**src/rtl/hb_coeff_loader_if.sv**
```systemverilog
// ---------------------------------------------------------------------------
// hb_coeff_loader_if
// Bundles the host-side staging/command signals and the halfband coefficient
// bus of hb_coeff_loader.
//   master : host / testbench side (drives cfg_*, load_start, load_mask)
//   slave  : hb_coeff_loader side (drives busy, load_done, cfg_wr_err,
//            hb_indicator, hb_param, config_sync)
// Optional: HB_LOADER_MASK_EN adds load_mask [NUM_HB-1:0].
// ---------------------------------------------------------------------------
interface hb_coeff_loader_if #(
  parameter int COEBITWIDTH = 16,
  parameter int NUM_HB      = 3,
  parameter int ADDRWIDTH   = 4
);
  logic                          cfg_we;
  logic [ADDRWIDTH-1:0]          cfg_addr;
  logic signed [COEBITWIDTH-1:0] cfg_wdata;
  logic                          load_start;
  logic                          busy;
  logic                          load_done;
  logic                          cfg_wr_err;
  logic [NUM_HB-1:0]             hb_indicator;
  logic signed [COEBITWIDTH-1:0] hb_param;
  logic                          config_sync;
`ifdef HB_LOADER_MASK_EN
  logic [NUM_HB-1:0]             load_mask;

  modport master (
    output cfg_we, cfg_addr, cfg_wdata, load_start, load_mask,
    input  busy, load_done, cfg_wr_err, hb_indicator, hb_param, config_sync
  );
  modport slave (
    input  cfg_we, cfg_addr, cfg_wdata, load_start, load_mask,
    output busy, load_done, cfg_wr_err, hb_indicator, hb_param, config_sync
  );
`else
  modport master (
    output cfg_we, cfg_addr, cfg_wdata, load_start,
    input  busy, load_done, cfg_wr_err, hb_indicator, hb_param, config_sync
  );
  modport slave (
    input  cfg_we, cfg_addr, cfg_wdata, load_start,
    output busy, load_done, cfg_wr_err, hb_indicator, hb_param, config_sync
  );
`endif
endinterface

```
**src/rtl/hb_coeff_loader.sv**
```systemverilog
// ---------------------------------------------------------------------------
// hb_coeff_loader
// Coefficient transmitter for the DDC halfband decimation chain. Holds a
// staging bank of 4 symmetric-tap coefficients per halfband stage, shifts
// them serially into each stage (tap order 3,2,1,0) over the shared
// coefficient bus, then issues one config_sync pulse so every stage switches
// to the new set on the same clock.
// Ports:
//   clk        : clock
//   rst_param  : asynchronous, active-low reset (clears bank and outputs)
//   bus        : hb_coeff_loader_if.slave
//                  cfg_we/cfg_addr/cfg_wdata : staging-bank write
//                  load_start (+load_mask)   : transfer request
//                  busy, load_done, cfg_wr_err : status
//                  hb_indicator, hb_param, config_sync : coefficient bus
// Optional: define HB_LOADER_MASK_EN to add load_mask; stages whose mask bit
// is 0 are skipped and an all-zero mask ignores the start request.
// ---------------------------------------------------------------------------
module hb_coeff_loader #(
  parameter int COEBITWIDTH = 16,
  parameter int NUM_HB      = 3,
  parameter int ADDRWIDTH   = 4
) (
  input  logic               clk,
  input  logic               rst_param,
  hb_coeff_loader_if.slave   bus
);

  localparam int DEPTH = 4 * NUM_HB;
  localparam int SW    = (NUM_HB > 1) ? $clog2(NUM_HB) : 1;

  typedef enum logic [2:0] {IDLE, SHIFT, GAP, SYNC, DONE} state_e;

  state_e                        state_q, state_d;
  logic [SW-1:0]                 stage_q, stage_d;
  logic [1:0]                    tap_q, tap_d;
  logic [NUM_HB-1:0]             mask_q, mask_d;
  logic signed [COEBITWIDTH-1:0] bank_q [DEPTH];
  logic signed [COEBITWIDTH-1:0] bank_d [DEPTH];

  logic                          busy_q, busy_d;
  logic                          load_done_q, load_done_d;
  logic                          cfg_wr_err_q, cfg_wr_err_d;
  logic                          config_sync_q, config_sync_d;
  logic [NUM_HB-1:0]             hb_indicator_q, hb_indicator_d;
  logic signed [COEBITWIDTH-1:0] hb_param_q, hb_param_d;

  logic [NUM_HB-1:0]             start_mask;
  logic                          busy_now;
  logic                          wr_ok;
  logic [ADDRWIDTH-1:0]          rd_idx;

  // True if any enabled stage exists at index lo or above.
  function automatic logic has_stage_from(input logic [NUM_HB-1:0] m, input int lo);
    has_stage_from = 1'b0;
    for (int s = 0; s < NUM_HB; s++)
      if (m[s] && s >= lo) has_stage_from = 1'b1;
  endfunction

  // Lowest enabled stage at index lo or above (descending scan, lowest wins).
  function automatic logic [SW-1:0] first_stage_from(input logic [NUM_HB-1:0] m, input int lo);
    first_stage_from = '0;
    for (int s = NUM_HB - 1; s >= 0; s--)
      if (m[s] && s >= lo) first_stage_from = SW'(s);
  endfunction

`ifdef HB_LOADER_MASK_EN
  assign start_mask = bus.load_mask;
`else
  assign start_mask = '1;
`endif

  assign busy_now = (state_q == SHIFT) || (state_q == GAP) || (state_q == SYNC);
  assign wr_ok    = bus.cfg_we && !busy_now && (int'(bus.cfg_addr) < DEPTH);

  // Next-state, bank update and registered-output precomputation. Outputs are
  // derived from the *next* state so that they appear one edge after the
  // decision. The bus word is read from bank_d, which lets a write landing on
  // the same cycle as load_start be part of the transfer.
  always_comb begin
    state_d        = state_q;
    stage_d        = stage_q;
    tap_d          = tap_q;
    mask_d         = mask_q;
    bank_d         = bank_q;
    hb_indicator_d = '0;
    hb_param_d     = '0;
    rd_idx         = '0;

    for (int i = 0; i < DEPTH; i++)
      if (wr_ok && bus.cfg_addr == ADDRWIDTH'(i)) bank_d[i] = bus.cfg_wdata;

    case (state_q)
      IDLE, DONE: begin
        state_d = IDLE;
        // DONE accepts a start so back-to-back transfers lose no cycle.
        if (bus.load_start && |start_mask) begin
          state_d = SHIFT;
          mask_d  = start_mask;
          stage_d = first_stage_from(start_mask, 0);
          tap_d   = 2'd3;
        end
      end
      SHIFT: begin
        if (tap_q != 2'd0) begin
          tap_d = tap_q - 2'd1;
        end else begin
          tap_d = 2'd3;
          if (has_stage_from(mask_q, int'(stage_q) + 1))
            stage_d = first_stage_from(mask_q, int'(stage_q) + 1);
          else
            state_d = GAP;
        end
      end
      GAP:     state_d = SYNC;
      SYNC:    state_d = DONE;
      default: state_d = IDLE;
    endcase

    if (state_d == SHIFT) begin
      rd_idx = ADDRWIDTH'({stage_d, tap_d});
      for (int s = 0; s < NUM_HB; s++)
        hb_indicator_d[s] = (stage_d == SW'(s));
      for (int i = 0; i < DEPTH; i++)
        if (rd_idx == ADDRWIDTH'(i)) hb_param_d = bank_d[i];
    end

    busy_d        = (state_d == SHIFT) || (state_d == GAP) || (state_d == SYNC);
    config_sync_d = (state_d == SYNC);
    load_done_d   = (state_d == DONE);
    cfg_wr_err_d  = bus.cfg_we && !wr_ok;
  end

  // State, bank and output registers; reset clears everything so the
  // receivers (reset by the same signal) and this side agree on zeros.
  always_ff @(posedge clk or negedge rst_param) begin
    if (!rst_param) begin
      state_q        <= IDLE;
      stage_q        <= '0;
      tap_q          <= '0;
      mask_q         <= '0;
      for (int i = 0; i < DEPTH; i++) bank_q[i] <= '0;
      busy_q         <= 1'b0;
      load_done_q    <= 1'b0;
      cfg_wr_err_q   <= 1'b0;
      config_sync_q  <= 1'b0;
      hb_indicator_q <= '0;
      hb_param_q     <= '0;
    end else begin
      state_q        <= state_d;
      stage_q        <= stage_d;
      tap_q          <= tap_d;
      mask_q         <= mask_d;
      for (int i = 0; i < DEPTH; i++) bank_q[i] <= bank_d[i];
      busy_q         <= busy_d;
      load_done_q    <= load_done_d;
      cfg_wr_err_q   <= cfg_wr_err_d;
      config_sync_q  <= config_sync_d;
      hb_indicator_q <= hb_indicator_d;
      hb_param_q     <= hb_param_d;
    end
  end

  assign bus.busy         = busy_q;
  assign bus.load_done    = load_done_q;
  assign bus.cfg_wr_err   = cfg_wr_err_q;
  assign bus.config_sync  = config_sync_q;
  assign bus.hb_indicator = hb_indicator_q;
  assign bus.hb_param     = hb_param_q;

endmodule

```
**src/flat_wrapper.sv**
```systemverilog
// flat-port wrapper written by rule: the top's interface ports become plain ports
module hb_coeff_loader_flat 
#(
  parameter int COEBITWIDTH = 16,
  parameter int NUM_HB      = 3,
  parameter int ADDRWIDTH   = 4
)
  (clk, rst_param, bus_cfg_we, bus_cfg_addr, bus_cfg_wdata, bus_load_start, bus_busy, bus_load_done, bus_cfg_wr_err, bus_hb_indicator, bus_hb_param, bus_config_sync);
  hb_coeff_loader_if #(.COEBITWIDTH(COEBITWIDTH), .NUM_HB(NUM_HB), .ADDRWIDTH(ADDRWIDTH)) bus_i ();
  input  logic clk;
  input  logic rst_param;
  input wire logic [$bits(bus_i.cfg_we)-1:0] bus_cfg_we;
  input wire logic [$bits(bus_i.cfg_addr)-1:0] bus_cfg_addr;
  input wire logic [$bits(bus_i.cfg_wdata)-1:0] bus_cfg_wdata;
  input wire logic [$bits(bus_i.load_start)-1:0] bus_load_start;
  output wire logic [$bits(bus_i.busy)-1:0] bus_busy;
  output wire logic [$bits(bus_i.load_done)-1:0] bus_load_done;
  output wire logic [$bits(bus_i.cfg_wr_err)-1:0] bus_cfg_wr_err;
  output wire logic [$bits(bus_i.hb_indicator)-1:0] bus_hb_indicator;
  output wire logic [$bits(bus_i.hb_param)-1:0] bus_hb_param;
  output wire logic [$bits(bus_i.config_sync)-1:0] bus_config_sync;
  assign bus_i.cfg_we = bus_cfg_we;
  assign bus_i.cfg_addr = bus_cfg_addr;
  assign bus_i.cfg_wdata = bus_cfg_wdata;
  assign bus_i.load_start = bus_load_start;
  assign bus_busy = bus_i.busy;
  assign bus_load_done = bus_i.load_done;
  assign bus_cfg_wr_err = bus_i.cfg_wr_err;
  assign bus_hb_indicator = bus_i.hb_indicator;
  assign bus_hb_param = bus_i.hb_param;
  assign bus_config_sync = bus_i.config_sync;
  hb_coeff_loader #(.COEBITWIDTH(COEBITWIDTH), .NUM_HB(NUM_HB), .ADDRWIDTH(ADDRWIDTH)) u_core (.clk(clk), .rst_param(rst_param), .bus(bus_i));
endmodule
```
**config.mk**
```make
export PLATFORM = sky130hd
export DESIGN_NAME = hb_coeff_loader_flat
export DESIGN_NICKNAME = d
export VERILOG_FILES = /design/src/rtl/hb_coeff_loader_if.sv /design/src/rtl/hb_coeff_loader.sv /design/src/flat_wrapper.sv
export SDC_FILE = /design/constraint.sdc
export NUM_CORES = 1
export LEC_CHECK = 0
export CAP_MARGIN = 10
export CORE_MARGIN = 8
export CORE_UTILIZATION = 55
export CTS_CLUSTER_DIAMETER = 150
export DETAILED_ROUTE_END_ITERATION = 7
export HOLD_SLACK_MARGIN = 0.05
export PLACE_DENSITY = 0.77
export SLEW_MARGIN = 20
export SYNTH_ARGS = -nofsm -noshare
export SYNTH_HDL_FRONTEND = slang
export SYNTH_SLANG_ARGS = --single-unit
```
**constraint.sdc**
```tcl
create_clock -name clk -period 2.3 [get_ports clk]
set_input_delay 0.575 -clock clk [delete_from_list [all_inputs] [get_ports clk]]
set_output_delay 0.575 -clock clk [all_outputs]
set_load 0.02 [all_outputs]
```
**M1 wires**

Scale bar: 50 um. Supply wires on this layer in gray.
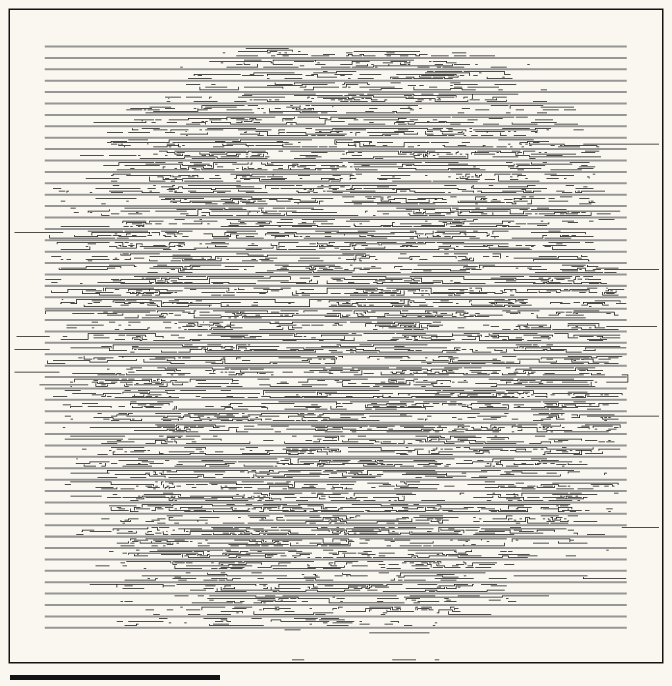
main direction: horizontal
wire length on this layer: 14600 um
final wirelength: 40.35 mm
met1 Use GR: 36.31%
count of vias placed by the detailed router: 9649

==> notes.md <==
Figures from the flow reports.

Yosys:
- In this run, the synthesized area fraction spent on AND-OR/OR-AND gates is recorded as between 10 and 15%.
- Counting instances in the post-synthesis netlist gives the leading cell types as 223 x sky130_fd_sc_hd__dfrtp_1, 167 x sky130_fd_sc_hd__mux2_2, 60 x sky130_fd_sc_hd__nand2_1, 46 x sky130_fd_sc_hd__nand3_1, 40 x sky130_fd_sc_hd__clkbuf_1.
- After synthesis, the largest family of logic cells by area is multiplexers.
- Sorting the synthesized cells by area gives the leading types as sky130_fd_sc_hd__dfrtp_1 52%, sky130_fd_sc_hd__mux2_2 18%, sky130_fd_sc_hd__nand3_1 2.1%, sky130_fd_sc_hd__nand2_1 2.1%, sky130_fd_sc_hd__o211ai_1 2.0%.
- The run gives the synthesized flop and latch total as 223.
- The run gives the area share of the leading cell type in the synthesized netlist as 52.07%.
- Yosys instantiated no cell more often than sky130_fd_sc_hd__dfrtp_1.

Finish:
- The run puts the multi-input logic area at 5328 um^2.
- Excluding fillers, the count of instances in the completed layout stands at about 1400.
- The run gives the number of fill cells in the layout as around 1000.
- The run puts the non-clock inverter instance count of the final layout at 33.
- Ranked by total area, the top cell class in this layout is sequential cells.
- In the layout the tool counted multi-input logic cells amounting to between 500 and 600.
- The run gives the non-clock buffer count in the final layout as about 280.

Floorplanning:
- In this run the count of I/O pins placed on the die edge is 47.
- The initialized floorplan defines 51 standard-cell rows.
- The run gives the vertical die size as 155.6 um.
- The run gives the die area as 24210 um^2.
- The run puts the tap cell count at 265.

Worst hold path:
- Per the hold report, the tightest min-delay path originates at u_core.bank_q[39]$_DFF_PN0_.
- The run gives the path class of the lowest-slack min-delay path as reg -> reg.

Detailed routing:
- After detailed routing, the met2 layer carries 18.71 mm of wire.
- Signal nets in the final route climb as high as met4.
- The run puts the detailed-route vias per instance at 6.710.
- The run puts the routed length per placed instance at 28.06 um.

Timing:
- Setup repair after global routing could not meet its margin everywhere.
- Per the finish-stage timing summary, setup violations number 16.
- The run gives the smallest setup slack after layout as -0.4126 ns.
- The run puts the hold violation total from the final report at 0.
- The run gives the worst setup skew after layout as 0.01093 ns.

Global routing:
- After global routing, the most crowded layer is met2.
- The first global-routing pass estimated 53.57 mm of wire.

Place:
- The run gives the number of placed instances, taps included as 1335.
- Detailed placement reports a standard cell area of 13020 um^2.

Worst setup path:
- STA classifies the critical path endpoint as a flop.
- The run puts the worst path required time at between 2 and 3 ns.
- The run gives the cell family with the largest share of critical-path delay as AND-OR/OR-AND gates.
- The worst setup path is launched from a flop.

Clock network:
- The clock reaches the later pin of the worst-skew pair after roughly 0.53 ns.
- The run gives the master cell of the clock root buffer as sky130_fd_sc_hd__clkbuf_16.
- The run gives the clock tree buffer depth as 3.

Pwr:
- The run gives the total power divided by cell area as 1505 nW/um^2.
- The worst VDD IR drop from the latest analysis is approximately 0.97 mV.
- The run gives the proportion of power drawn by combinational gates as 54.8%.

Status:
- The checks that failed: setup timing.
- The flow ran to the end, but the final reports show violations.
**M2 wires**

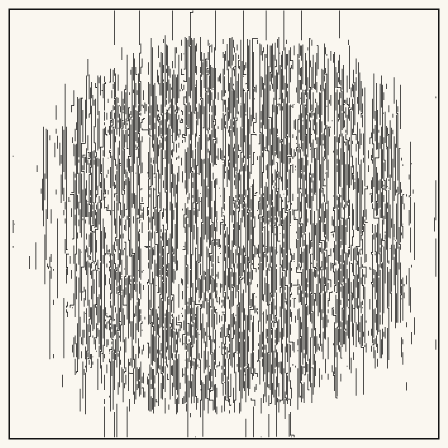
share of all routed wire: 46%
wire length on this layer: 18700 um
main direction: vertical
longest straight run: 53.7 um
met2 track demand over resource: 44.78%

Power is estimated from default activity; no workload was simulated.
